--- src/rtl/lm_sm_sequencer.sv ---
// LM/SM micro-op sequencer: expands one load/store-multiple into one memory op per mask bit.
// Optional base-register writeback state enabled by defining LMSM_BASE_WB_EN.
module lm_sm_sequencer #(
  parameter int          ADDR_W = 16,
  parameter logic [3:0]  OP_LM  = 4'b0110,
  parameter logic [3:0]  OP_SM  = 4'b0111
) (
  input  logic              clk,
  input  logic              reset,
  input  logic              start,
  input  logic [15:0]       IR,
  input  logic [ADDR_W-1:0] base_addr,
  input  logic              hold,
  input  logic              flush,
  output logic              busy,
  output logic              uop_valid,
  output logic              uop_load,
  output logic [2:0]        uop_reg,
  output logic [ADDR_W-1:0] uop_addr,
  output logic              uop_last,
  output logic              done
`ifdef LMSM_BASE_WB_EN
  ,
  output logic              wb_valid,
  output logic [2:0]        wb_reg,
  output logic [ADDR_W-1:0] wb_data
`endif
);

  typedef enum logic [1:0] {
    ST_IDLE = 2'd0,
    ST_RUN  = 2'd1,
    ST_WB   = 2'd2
  } state_t;

  state_t              state_reg, state_next;
  logic [7:0]          mask_reg, mask_next;
  logic [ADDR_W-1:0]   addr_reg, addr_next;
  logic                load_reg, load_next;
  logic                done_reg, done_next;
  logic [2:0]          wb_idx_reg, wb_idx_next;

  logic [3:0]          opcode;
  logic                is_mem_multi;
  logic [7:0]          mask_rest;
  logic                last_bit;
  logic [2:0]          lsb_idx;
  logic                unused_ir;

  assign opcode       = IR[15:12];
  assign is_mem_multi = (opcode == OP_LM) || (opcode == OP_SM);
  assign mask_rest    = mask_reg & (mask_reg - 8'd1);
  assign last_bit     = (mask_reg != 8'd0) && (mask_rest == 8'd0);
  assign unused_ir    = ^IR[11:8];

  always_ff @(posedge clk) begin
    if (reset) begin
      state_reg  <= ST_IDLE;
      mask_reg   <= 8'd0;
      addr_reg   <= '0;
      load_reg   <= 1'b0;
      done_reg   <= 1'b0;
      wb_idx_reg <= 3'd0;
    end else begin
      state_reg  <= state_next;
      mask_reg   <= mask_next;
      addr_reg   <= addr_next;
      load_reg   <= load_next;
      done_reg   <= done_next;
      wb_idx_reg <= wb_idx_next;
    end
  end

  always_comb begin
    state_next  = state_reg;
    mask_next   = mask_reg;
    addr_next   = addr_reg;
    load_next   = load_reg;
    wb_idx_next = wb_idx_reg;
    done_next   = 1'b0;

    // Lowest set bit wins: scan from the top so the last hit is the smallest index.
    lsb_idx = 3'd0;
    for (int i = 7; i >= 0; i--) begin
      if (mask_reg[i]) lsb_idx = 3'(i);
    end

    if (flush) begin
      state_next = ST_IDLE;
      mask_next  = 8'd0;
    end else if (!hold) begin
      case (state_reg)
        ST_IDLE: begin
          if (start && is_mem_multi) begin
            mask_next   = IR[7:0];
            addr_next   = base_addr;
            load_next   = (opcode == OP_LM);
            wb_idx_next = IR[11:9];
            if (IR[7:0] != 8'd0) begin
              state_next = ST_RUN;
            end else begin
`ifdef LMSM_BASE_WB_EN
              state_next = ST_WB;
`else
              done_next  = 1'b1;
`endif
            end
          end
        end
        ST_RUN: begin
          mask_next = mask_rest;
          addr_next = addr_reg + ADDR_W'(1);
          if (last_bit) begin
`ifdef LMSM_BASE_WB_EN
            state_next = ST_WB;
`else
            state_next = ST_IDLE;
            done_next  = 1'b1;
`endif
          end
        end
`ifdef LMSM_BASE_WB_EN
        ST_WB: begin
          state_next = ST_IDLE;
          done_next  = 1'b1;
        end
`endif
        default: state_next = ST_IDLE;
      endcase
    end
  end

  assign busy      = (state_reg != ST_IDLE);
  assign uop_valid = (state_reg == ST_RUN) && !hold && !flush;
  assign uop_last  = uop_valid && last_bit;
  assign uop_load  = load_reg;
  assign uop_reg   = lsb_idx;
  assign uop_addr  = addr_reg;
  assign done      = done_reg;

`ifdef LMSM_BASE_WB_EN
  // addr_reg has advanced once per issued micro-op, so it already holds base + popcount.
  assign wb_valid = (state_reg == ST_WB) && !hold && !flush;
  assign wb_reg   = wb_idx_reg;
  assign wb_data  = addr_reg;
`endif

endmodule

--- config.mk ---
export PLATFORM = sky130hd
export DESIGN_NAME = lm_sm_sequencer
export DESIGN_NICKNAME = d
export VERILOG_FILES = /design/src/rtl/lm_sm_sequencer.sv
export SDC_FILE = /design/constraint.sdc
export NUM_CORES = 1
export LEC_CHECK = 0
export ABC_AREA = 0
export CELL_PAD_IN_SITES_DETAIL_PLACEMENT = 1
export CELL_PAD_IN_SITES_GLOBAL_PLACEMENT = 1
export CORE_UTILIZATION = 29
export CTS_CLUSTER_DIAMETER = 30
export DETAILED_ROUTE_END_ITERATION = 10
export PLACE_DENSITY = 0.85
export SLEW_MARGIN = 10
export SYNTH_ARGS = -nofsm -noshare
export SYNTH_HDL_FRONTEND = slang
export SYNTH_SLANG_ARGS = --single-unit
--- constraint.sdc ---
create_clock -name clk -period 1.6 [get_ports clk]
set_input_delay 0.24 -clock clk [delete_from_list [all_inputs] [get_ports clk]]
set_output_delay 0.24 -clock clk [all_outputs]
set_load 0.02 [all_outputs]
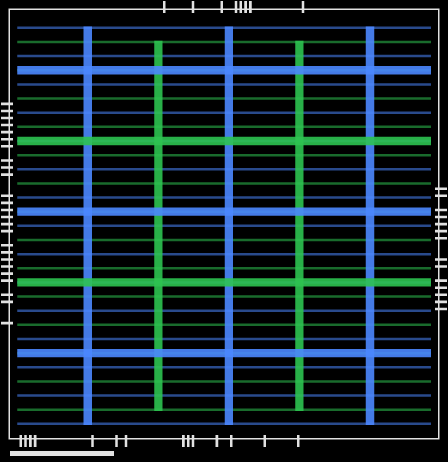
(images/power_grid.png)
The bar under the picture is 20 microns long. Pins as bars on the die edge.
blue -> VSS
green -> VDD
met4 straps = 5
signal pins = 61
VDD IR-drop max: 273 uV
die width: 82.3 microns
Die Y: 82.3 microns

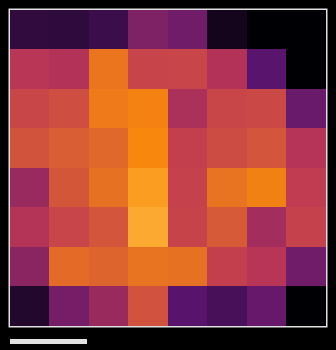
(images/cell_density.png)
The bar under the picture is 20 microns long. The die is cut into 8 by 8 equal tiles; black is low, pale yellow is high, 0 to 100% covered.
emptiest ninth of the die = north-east
mean over tiles = 46%
densest ninth of the die = center
fullest tile = 81%
tiles over 75% full = 3.1%
Finished Core Util: 53.1%
Core Footprint: 6060 sq um

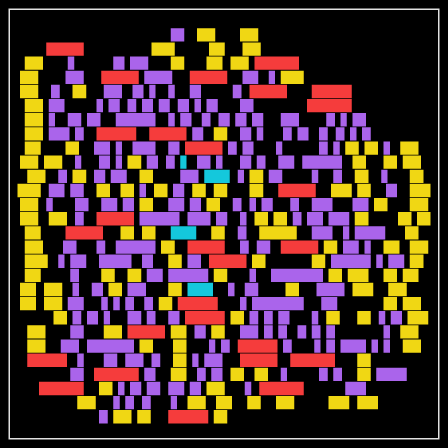
(images/placement_by_type.png)
yellow -> remaining buffers and delay cells  # cells 124, share of their area 35%
purple -> combinational and other logic  # cells 200, share of their area 45%
cyan -> clock drivers and dummy loads  # cells 4, share of their area 1.4%
red -> sequential cells  # cells 27, share of their area 18%
sequential share of cell area: 17.8%
fin area: 3220 sq um
Row Count: 28

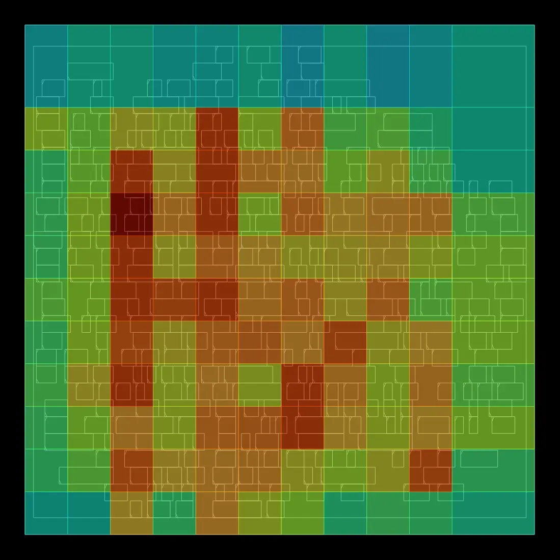
(images/congestion.png)
Wirelength per Cell: 17.2 microns
GR met1 Demand/Resource: 26.1%
GR peak layer: met2
GR Layer Usage met2: 42.3%

==> impl_metrics.env <==
# physical design summary
export IMPL_place_ws_ps=-636
export IMPL_wl_met1_microns=3150
export IMPL_dpl_instance_area_sq_um=2880
export IMPL_comb_area_share_pct=43.0
export IMPL_p_seq_share_pct=50.4
export IMPL_n_clock_buffer=4
export IMPL_n_all_buffers=124
export IMPL_cp_max_fo=4
export IMPL_grtUsageMet3_pct=2.31
export IMPL_antenna_found_initial=0
export IMPL_max_cap_violations=0
export IMPL_netlist_top_cells_count="dfxtp_1 (27), nand2_1 (23), nor2_1 (22), a21oi_1 (19)"
export IMPL_crit_path_start="mask_reg[2]"
export IMPL_largest_reg_flops=16
export IMPL_regToRegEndpoint="done"
export IMPL_largest_class="multi-input combinational cells"
export IMPL_cts_reportedPaths_clkPinSlew_ps=100
export IMPL_io_pins=61
export IMPL_vias=2352
export IMPL_gp_congestion=0.834
export IMPL_drcViolationCount=0
export IMPL_powerSeq_uw=685
export IMPL_mux_share_pct=3.28
export IMPL_clock_root_buffer="clkbuf_8"
export IMPL_ys_sh_aoi_pct=26.8
export IMPL_clkLatencyLatePin_ps=270
export IMPL_nFillCells=736
export IMPL_setup_violations_final=6
export IMPL_track_usage_pct=22.3
export IMPL_grt_overflow=0
export IMPL_grt_max_degree=22
export IMPL_worstSetupPathType="reg2out"
export IMPL_synth_seq_area_share_pct=28.9
export IMPL_avgSynthCellArea_sq_um=7.63
export IMPL_period_minus_slack_ps=2000
export IMPL_p_clk_share_pct=29.2
export IMPL_synth_chip_area_sq_um=1870
export IMPL_finClkSkew_ps=4.35
export IMPL_h_tree_depth=1
export IMPL_buffer_area_share_pct=33.9
export IMPL_cts_buffers=3
export IMPL_fp_nets=283
export IMPL_p_leak_nw=1.30
export IMPL_mostFrequentLayoutCell="buf_4"
export IMPL_non_clock_inverter_count=9
export IMPL_p_total_mw=1.36
export IMPL_violations="setup timing"
export IMPL_pg_clk_uw=397
export IMPL_placedCellCount=410
export IMPL_seq_cells=27
export IMPL_tightest_slew_ps=318
export IMPL_cts_tree="yes"
export IMPL_worstReg2RegStart="mask_reg[2]"
export IMPL_dpl_hpwl_microns=5320
export IMPL_syn_inst=245
export IMPL_p_per_area_nw_per_um2=422
export IMPL_holdWs_ps=520
export IMPL_fmax_mhz=501
export IMPL_dr_pass1_iters=4
export IMPL_drt_initial_drc_count=44
export IMPL_top_layer_used="met4"
export IMPL_log_warning_count=33
export IMPL_top_area_cell="dfxtp_1"
export IMPL_syn2layout_area_growth_pct=72.2
export IMPL_final_hold_violation_count=0
export IMPL_crit_family="simple AND/OR/NAND/NOR gates"
export IMPL_hold_end="uop_load"
export IMPL_n_antenna_cell=0
export IMPL_synthFlopType="dfxtp_1"
export IMPL_cp_required_ps=1360
export IMPL_via_per_inst=5.47
export IMPL_grt_pass1_vias=2401
export IMPL_final_cells=430
export IMPL_ys_cells=245
export IMPL_cts_max_path_buffers=2
export IMPL_antenna_left=0
export IMPL_endpoint="uop_last"
export IMPL_grt_pass1_wl_microns=11500
export IMPL_xor_area_share_pct=1.40
export IMPL_cp_start_kind="flop"
export IMPL_ys_flops=27
export IMPL_rsz0062_at_grt="yes"
export IMPL_rrSetupSlack_ps=-140
export IMPL_drive_above_1_share_pct=34.4
export IMPL_drv_slew=0
export IMPL_synth_cell_type_count=52
export IMPL_combGateArea_sq_um=1380
export IMPL_setup_tns_ps=-992
export IMPL_combinationalPower_uw=277
export IMPL_synth_top_cell_area_share_pct=28.9
export IMPL_async_flop_share_pct=0
export IMPL_cts_resized_gates=63
export IMPL_n_tap_cell=75
export IMPL_wirelength_microns=7400
export IMPL_yosysMostFrequentCell="dfxtp_1"
export IMPL_combPwrFrac_pct=20.4
export IMPL_synth_area_sq_um=1870
export IMPL_nMultiInputCombCells=191
export IMPL_clockNetworkAreaShare_pct=1.40
export IMPL_postLayoutSetupSlackWorst_ps=-397
export IMPL_synthTopCellsByArea="dfxtp_1 (29%), a21oi_1 (5.1%), nand2_1 (4.6%), a211oi_1 (4.4%), nor2_1 (4.4%)"
export IMPL_fp_util_pct=30.9
export IMPL_worstHoldStart="uop_load"
export IMPL_status="complete, but fails checks"
export IMPL_intPower_mw=1.01
export IMPL_cp_num_buf_inv=2
export IMPL_cp_arrival_ps=1760
export IMPL_post_cts_setup_buffer_count=7
export IMPL_yosys_warnings=0
export IMPL_num_nets_final=394
export IMPL_p_sw_uw=352
export IMPL_cpPeakStageDelay_ps=500
export IMPL_finalCritPeriodShare_pct=125
export IMPL_power_group_top="registers"
export IMPL_wl_met2_microns=3910
export IMPL_holdPathStages=2
export IMPL_synth_edff_count=0
export IMPL_met3_length_microns=235
export IMPL_cp_depth=5
export IMPL_p_sw_share_pct=25.9
export IMPL_port_buffers=56
export IMPL_hold_buffers=0
export IMPL_cpMaxStageDelayCell="or4_4"
export IMPL_synth_adder_area_share_pct=1.27
export IMPL_regArea_sq_um=572
export IMPL_max_slew_margin_rel_pct=78.2
export IMPL_rr_worst_depth=6
Power figures rest on the tool's default switching activity, not on a simulated workload.
